### config.mk
export PLATFORM = sky130hd
export DESIGN_NAME = toggle_monitor_flat
export DESIGN_NICKNAME = d
export VERILOG_FILES = /design/src/rtl/toggle_monitor_pkg.sv /design/src/rtl/toggle_monitor_if.sv /design/src/rtl/toggle_sync_edge.sv /design/src/rtl/toggle_monitor.sv /design/src/flat_wrapper.sv
export SDC_FILE = /design/constraint.sdc
export NUM_CORES = 1
export LEC_CHECK = 0
export ABC_AREA = 1
export CAP_MARGIN = 20
export CORE_MARGIN = 3
export CORE_UTILIZATION = 25
export CTS_BUF_LIST = sky130_fd_sc_hd__clkbuf_16
export DETAILED_ROUTE_END_ITERATION = 10
export GPL_ROUTABILITY_DRIVEN = 0
export PLACE_DENSITY = 0.52
export SYNTH_ARGS = -nofsm -noshare
export SYNTH_HDL_FRONTEND = slang
export SYNTH_SLANG_ARGS = --single-unit
### constraint.sdc
create_clock -name clk -period 11.5 [get_ports clk]
set_input_delay 2.3 -clock clk [delete_from_list [all_inputs] [get_ports clk]]
set_output_delay 2.3 -clock clk [all_outputs]
set_load 0.05 [all_outputs]
### src/rtl/toggle_monitor_pkg.sv
// Shared types and default constants for the toggle-line monitor and its
// synchroniser/edge-detect helper.
package toggle_monitor_pkg;

    typedef enum logic [1:0] {
        IDLE    = 2'd0,
        ACQUIRE = 2'd1,
        LOCKED  = 2'd2,
        STUCK   = 2'd3
    } tm_state_e;

    // Plain vector aliases so the FSM register can stay a logic vector.
    localparam logic [1:0] ST_IDLE    = IDLE;
    localparam logic [1:0] ST_ACQUIRE = ACQUIRE;
    localparam logic [1:0] ST_LOCKED  = LOCKED;
    localparam logic [1:0] ST_STUCK   = STUCK;

    localparam int DEF_CNT_W       = 16;
    localparam int DEF_TIMEOUT     = 1000;
    localparam int DEF_LOCK_COUNT  = 4;
    localparam int DEF_TOL         = 0;
    localparam int DEF_SYNC_STAGES = 2;

endpackage

### src/rtl/toggle_monitor_if.sv
// Bundle of the toggle line, clear strobe and all status outputs of the monitor.
interface toggle_monitor_if
    import toggle_monitor_pkg::*;
#(
    parameter int CNT_W = DEF_CNT_W
);
    logic             sig_in;
    logic             clear;
    logic [CNT_W-1:0] half_period;
    logic             meas_valid;
    logic             locked;
    logic             err_stuck;
    logic             err_jitter;
    logic [7:0]       edge_count;
    logic [1:0]       state;

    modport master (
        input  sig_in,
        input  clear,
        output half_period,
        output meas_valid,
        output locked,
        output err_stuck,
        output err_jitter,
        output edge_count,
        output state
    );

    modport slave (
        output sig_in,
        output clear,
        input  half_period,
        input  meas_valid,
        input  locked,
        input  err_stuck,
        input  err_jitter,
        input  edge_count,
        input  state
    );

endinterface

### src/rtl/toggle_sync_edge.sv
// Multi-flop synchroniser for an asynchronous line plus a previous-value flop;
// edge_o is high for one cycle whenever the synchronised level changes.
module toggle_sync_edge
    import toggle_monitor_pkg::*;
#(
    parameter int SYNC_STAGES = DEF_SYNC_STAGES
) (
    input  logic clk,
    input  logic rst,
    input  logic sig_i,
    output logic edge_o
);
    logic sync_q [SYNC_STAGES];
    logic prev_q;

    always_ff @(posedge clk) begin
        if (rst) begin
            sync_q[0] <= 1'b0;
        end else begin
            sync_q[0] <= sig_i;
        end
    end

    genvar gi;
    generate
        for (gi = 1; gi < SYNC_STAGES; gi++) begin : g_stage
            always_ff @(posedge clk) begin
                if (rst) begin
                    sync_q[gi] <= 1'b0;
                end else begin
                    sync_q[gi] <= sync_q[gi-1];
                end
            end
        end
    endgenerate

    always_ff @(posedge clk) begin
        if (rst) begin
            prev_q <= 1'b0;
        end else begin
            prev_q <= sync_q[SYNC_STAGES-1];
        end
    end

    assign edge_o = sync_q[SYNC_STAGES-1] ^ prev_q;

endmodule

### src/rtl/toggle_monitor.sv
// Measures the half-period of an asynchronous toggle line, declares lock after
// a run of consistent measurements and raises sticky stuck/jitter flags.
module toggle_monitor
    import toggle_monitor_pkg::*;
#(
    parameter int CNT_W      = DEF_CNT_W,
    parameter int TIMEOUT    = DEF_TIMEOUT,
    parameter int LOCK_COUNT = DEF_LOCK_COUNT,
    parameter int TOL        = DEF_TOL
) (
    input  logic             clk,
    input  logic             rst,
    toggle_monitor_if.master bus
);
    localparam logic [CNT_W-1:0]  CNT_MAX   = CNT_W'(TIMEOUT - 1);
    localparam logic [CNT_W-1:0]  TOL_C     = CNT_W'(TOL);
    localparam int                LOCK_W    = $clog2(LOCK_COUNT + 1);
    localparam logic [LOCK_W-1:0] LOCK_LAST = LOCK_W'(LOCK_COUNT - 1);

    logic edge_det;

    logic [CNT_W-1:0]  cnt_q, cnt_d;
    logic [1:0]        state_q, state_d;
    logic [CNT_W-1:0]  prev_q, prev_d;
    logic              prev_valid_q, prev_valid_d;
    logic [LOCK_W-1:0] match_cnt_q, match_cnt_d;
    logic [CNT_W-1:0]  half_period_q, half_period_d;
    logic              meas_valid_q, meas_valid_d;
    logic              err_stuck_q, err_stuck_d;
    logic              err_jitter_q, err_jitter_d;
    logic [7:0]        edge_count_q, edge_count_d;

    logic [CNT_W:0]    cnt_inc;
    logic [CNT_W-1:0]  meas;
    logic [CNT_W-1:0]  meas_diff;
    logic              meas_match;
    logic              stuck_hit;
    logic              jitter_hit;

    toggle_sync_edge #(
        .SYNC_STAGES (DEF_SYNC_STAGES)
    ) u_sync_edge (
        .clk    (clk),
        .rst    (rst),
        .sig_i  (bus.sig_in),
        .edge_o (edge_det)
    );

    // One extra bit so the measurement saturates instead of wrapping.
    assign cnt_inc    = {1'b0, cnt_q} + (CNT_W+1)'(1);
    assign meas       = cnt_inc[CNT_W] ? '1 : cnt_inc[CNT_W-1:0];
    assign meas_diff  = (meas >= prev_q) ? (meas - prev_q) : (prev_q - meas);
    assign meas_match = (meas_diff <= TOL_C);

    // Fires only on entry, so a clear while still stuck is not re-set forever.
    assign stuck_hit  = !edge_det && (cnt_q == CNT_MAX) && (state_q != ST_STUCK);

    always_comb begin
        state_d       = state_q;
        prev_d        = prev_q;
        prev_valid_d  = prev_valid_q;
        match_cnt_d   = match_cnt_q;
        half_period_d = half_period_q;
        meas_valid_d  = 1'b0;
        jitter_hit    = 1'b0;

        if (edge_det) begin
            cnt_d        = '0;
            edge_count_d = edge_count_q + 8'd1;
        end else begin
            cnt_d        = (cnt_q == CNT_MAX) ? cnt_q : cnt_inc[CNT_W-1:0];
            edge_count_d = edge_count_q;
        end

        case (state_q)
            ST_IDLE, ST_STUCK: begin
                // The interval ending here has no valid start, so no measurement.
                if (edge_det) begin
                    state_d      = ST_ACQUIRE;
                    prev_valid_d = 1'b0;
                    match_cnt_d  = '0;
                end
            end
            ST_ACQUIRE: begin
                if (edge_det) begin
                    meas_valid_d  = 1'b1;
                    half_period_d = meas;
                    prev_d        = meas;
                    prev_valid_d  = 1'b1;
                    if (prev_valid_q && meas_match) begin
                        match_cnt_d = match_cnt_q + LOCK_W'(1);
                        if (match_cnt_q == LOCK_LAST) begin
                            state_d = ST_LOCKED;
                        end
                    end else begin
                        match_cnt_d = '0;
                    end
                end
            end
            ST_LOCKED: begin
                if (edge_det) begin
                    meas_valid_d  = 1'b1;
                    half_period_d = meas;
                    prev_d        = meas;
                    if (!meas_match) begin
                        jitter_hit  = 1'b1;
                        match_cnt_d = '0;
                        state_d     = ST_ACQUIRE;
                    end
                end
            end
            default: begin
                state_d = ST_IDLE;
            end
        endcase

        if (stuck_hit) begin
            state_d      = ST_STUCK;
            prev_valid_d = 1'b0;
            match_cnt_d  = '0;
        end

        // Setting takes priority over a coincident clear.
        err_stuck_d  = (err_stuck_q  & ~bus.clear) | stuck_hit;
        err_jitter_d = (err_jitter_q & ~bus.clear) | jitter_hit;
    end

    always_ff @(posedge clk) begin
        if (rst) begin
            cnt_q         <= '0;
            state_q       <= ST_IDLE;
            prev_q        <= '0;
            prev_valid_q  <= 1'b0;
            match_cnt_q   <= '0;
            half_period_q <= '0;
            meas_valid_q  <= 1'b0;
            err_stuck_q   <= 1'b0;
            err_jitter_q  <= 1'b0;
            edge_count_q  <= '0;
        end else begin
            cnt_q         <= cnt_d;
            state_q       <= state_d;
            prev_q        <= prev_d;
            prev_valid_q  <= prev_valid_d;
            match_cnt_q   <= match_cnt_d;
            half_period_q <= half_period_d;
            meas_valid_q  <= meas_valid_d;
            err_stuck_q   <= err_stuck_d;
            err_jitter_q  <= err_jitter_d;
            edge_count_q  <= edge_count_d;
        end
    end

    assign bus.half_period = half_period_q;
    assign bus.meas_valid  = meas_valid_q;
    assign bus.locked      = (state_q == ST_LOCKED);
    assign bus.err_stuck   = err_stuck_q;
    assign bus.err_jitter  = err_jitter_q;
    assign bus.edge_count  = edge_count_q;
    assign bus.state       = state_q;

endmodule

### src/flat_wrapper.sv
// flat-port wrapper written by rule: the top's interface ports become plain ports
module toggle_monitor_flat import toggle_monitor_pkg::*;
#(
    parameter int CNT_W      = DEF_CNT_W,
    parameter int TIMEOUT    = DEF_TIMEOUT,
    parameter int LOCK_COUNT = DEF_LOCK_COUNT,
    parameter int TOL        = DEF_TOL
)
  (clk, rst, bus_sig_in, bus_clear, bus_half_period, bus_meas_valid, bus_locked, bus_err_stuck, bus_err_jitter, bus_edge_count, bus_state);
  toggle_monitor_if #(.CNT_W(CNT_W)) bus_i ();
  input  logic clk;
  input  logic rst;
  input wire logic [$bits(bus_i.sig_in)-1:0] bus_sig_in;
  input wire logic [$bits(bus_i.clear)-1:0] bus_clear;
  output wire logic [$bits(bus_i.half_period)-1:0] bus_half_period;
  output wire logic [$bits(bus_i.meas_valid)-1:0] bus_meas_valid;
  output wire logic [$bits(bus_i.locked)-1:0] bus_locked;
  output wire logic [$bits(bus_i.err_stuck)-1:0] bus_err_stuck;
  output wire logic [$bits(bus_i.err_jitter)-1:0] bus_err_jitter;
  output wire logic [$bits(bus_i.edge_count)-1:0] bus_edge_count;
  output wire logic [$bits(bus_i.state)-1:0] bus_state;
  assign bus_i.sig_in = bus_sig_in;
  assign bus_i.clear = bus_clear;
  assign bus_half_period = bus_i.half_period;
  assign bus_meas_valid = bus_i.meas_valid;
  assign bus_locked = bus_i.locked;
  assign bus_err_stuck = bus_i.err_stuck;
  assign bus_err_jitter = bus_i.err_jitter;
  assign bus_edge_count = bus_i.edge_count;
  assign bus_state = bus_i.state;
  toggle_monitor #(.CNT_W(CNT_W), .TIMEOUT(TIMEOUT), .LOCK_COUNT(LOCK_COUNT), .TOL(TOL)) u_core (.clk(clk), .rst(rst), .bus(bus_i));
endmodule
Fig. 1: cell density map
The bar under the picture is 50 um long. The die is cut into 14 by 14 equal tiles; dark blue is low, red is high, 0 to 100% covered.
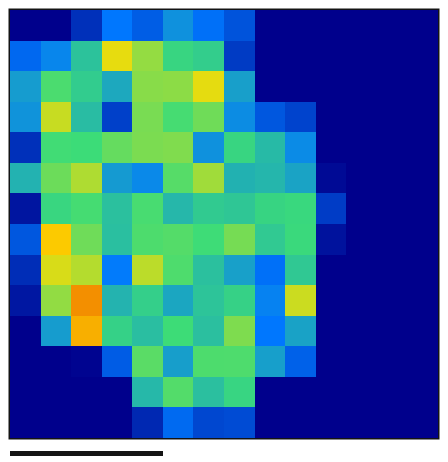
mean over tiles = 25%
fullest tile = 84%
tiles over 75% full = 1.5%
nearly empty tiles = 39%
final core utilization: 29.70%
FP Core Util: 25.75%

Fig. 2: routing congestion map
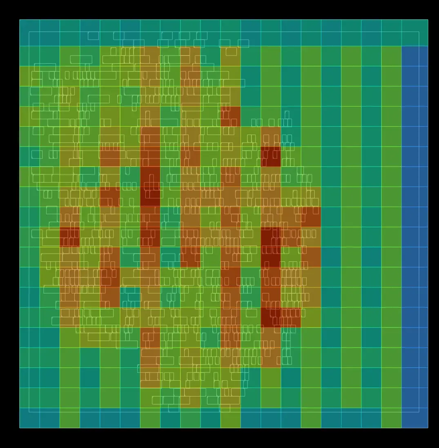
GR Util All Layers: 12.56%
grt met3 use: 1.673%
met1 usage: 16.20%
WL/cell: 11.64 um

Fig. 3: M2 wires
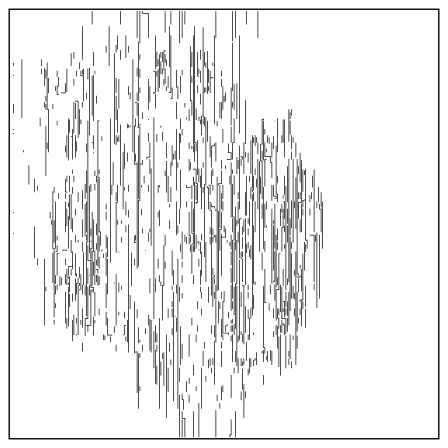
nets with wire on the layer = 619
longest straight run = 66.0 um
share of all routed wire = 48%
wire length on this layer = 5670 um
main direction = vertical
grt met2 use: 22.03%
final WL: 11.89 mm

Fig. 4: M1 wires
Cells faint in the background.
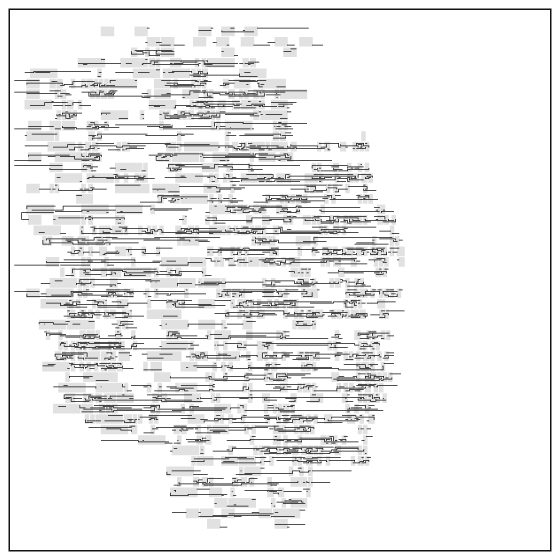
wire length on this layer = 5830 um
share of all routed wire = 49%
via count: 4327

Fig. 5: cells by drive strength
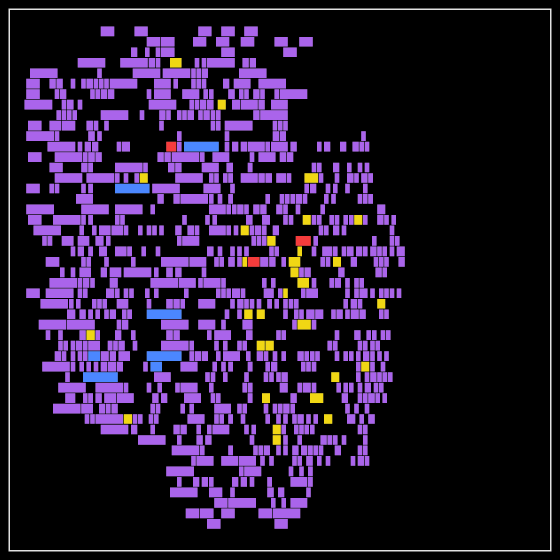
red -> _3 and _4 cells  # cells 3, share 0.38%
yellow -> _2 cells  # cells 30, share 3.8%
blue -> _6 and larger  # cells 7, share 0.88%
purple -> _0 and _1 cells  # cells 756, share 95%
nonclk buf count: 33
synthesis-to-finish area growth: 15.32%
Final Cell Area: 5190 um2
worst setup margin: 6.869 ns

==> ci_impl_report.md <==
## PnR job results

| Metric | Value |
|---|---|
| Hold endpoint | u_core.u_sync_edge.sync_q[1] |
| TritonRoute pass-1 iters | 4 |
| Total CTS buffers | 5 |
| Top logic cell by instance count in the layout | nand2_1 |
| Worst EP required | 11.65 ns |
| Ys async rst share | 0% |
| NonClk Buf Share | 6.365% |
| Area fraction in compound gates | 10.23% |
| Residual DRC | 0 |
| Met2 WL | 5.668 mm |
| Die area | 19650 um2 |
| Worst r2r path cells | 26 |
| Avg Cell Area, Syn | 5.845 um2 |
| CP peak stage delay | 0.71 ns |
| Bufs and invs on worst path | 1 |
| Dominant kind of combinational cell | simple AND/OR/NAND/NOR gates |
| P_sw | 0.4983 mW |
| Max_cap viols | 0 |
| Status | complete, no violations |
| Clk_skew | 0.01301 ns |
| Fillers | 1969 |
| Highest metal used | met4 |
| Most common cell in the netlist | nand2_1 |
| Tap cells | 225 |
| Biggest area cells | dfxtp_1 23%, nand2_1 18%, inv_1 14% |
| Finish-stage setup viols | 0 |
| Hold Crit Class | flop to flop |
| Non-clock inverters | 171 |
| Main flop type | dfxtp_1 |
| Mapped Nets | 812 |
| Largest net degree at the start of global routing | 24 |
| Placed standard-cell area | 5040 um2 |
| Diode count | 0 |
| Fin cells | 1021 |
| Yosys Instances | 770 |
| Worst path most repeated cell | nand2_1 |
| Via density | 4.238 |
| CP Launch Type | flop |
| Xor/xnor share of the synthesized area | 2.724% |
| DRT iter0 DRCs | 227 |
| Sequential Power Share | 21.7% |
| Pwr Density | 189.4 nW/um2 |
| Hold Path Stages | 2 |
| Rel. slew slack | 32.72% |
| Final tally of hold violations | 0 |
| Vias in the first global route | 4228 |
| Clock-pin transition on the worst setup and hold timing paths | 0.07 ns |
| Slowest CP cell | nor2_1 |
| Synth unique cells | 32 |
| Crit-path max FO | 16 |
| Clk pwr share | 15.5% |
| Global route total overflow | 0 |
| Max power group | combinational cells |
| Ys Warns | 0 |
| Seq area share | 20.06% |
| First-pass GRT wire length | 20.50 mm |
| Die X | 140.2 um |
| Combinational share of power | 62.8% |
Power and IR drop assume default switching activity.
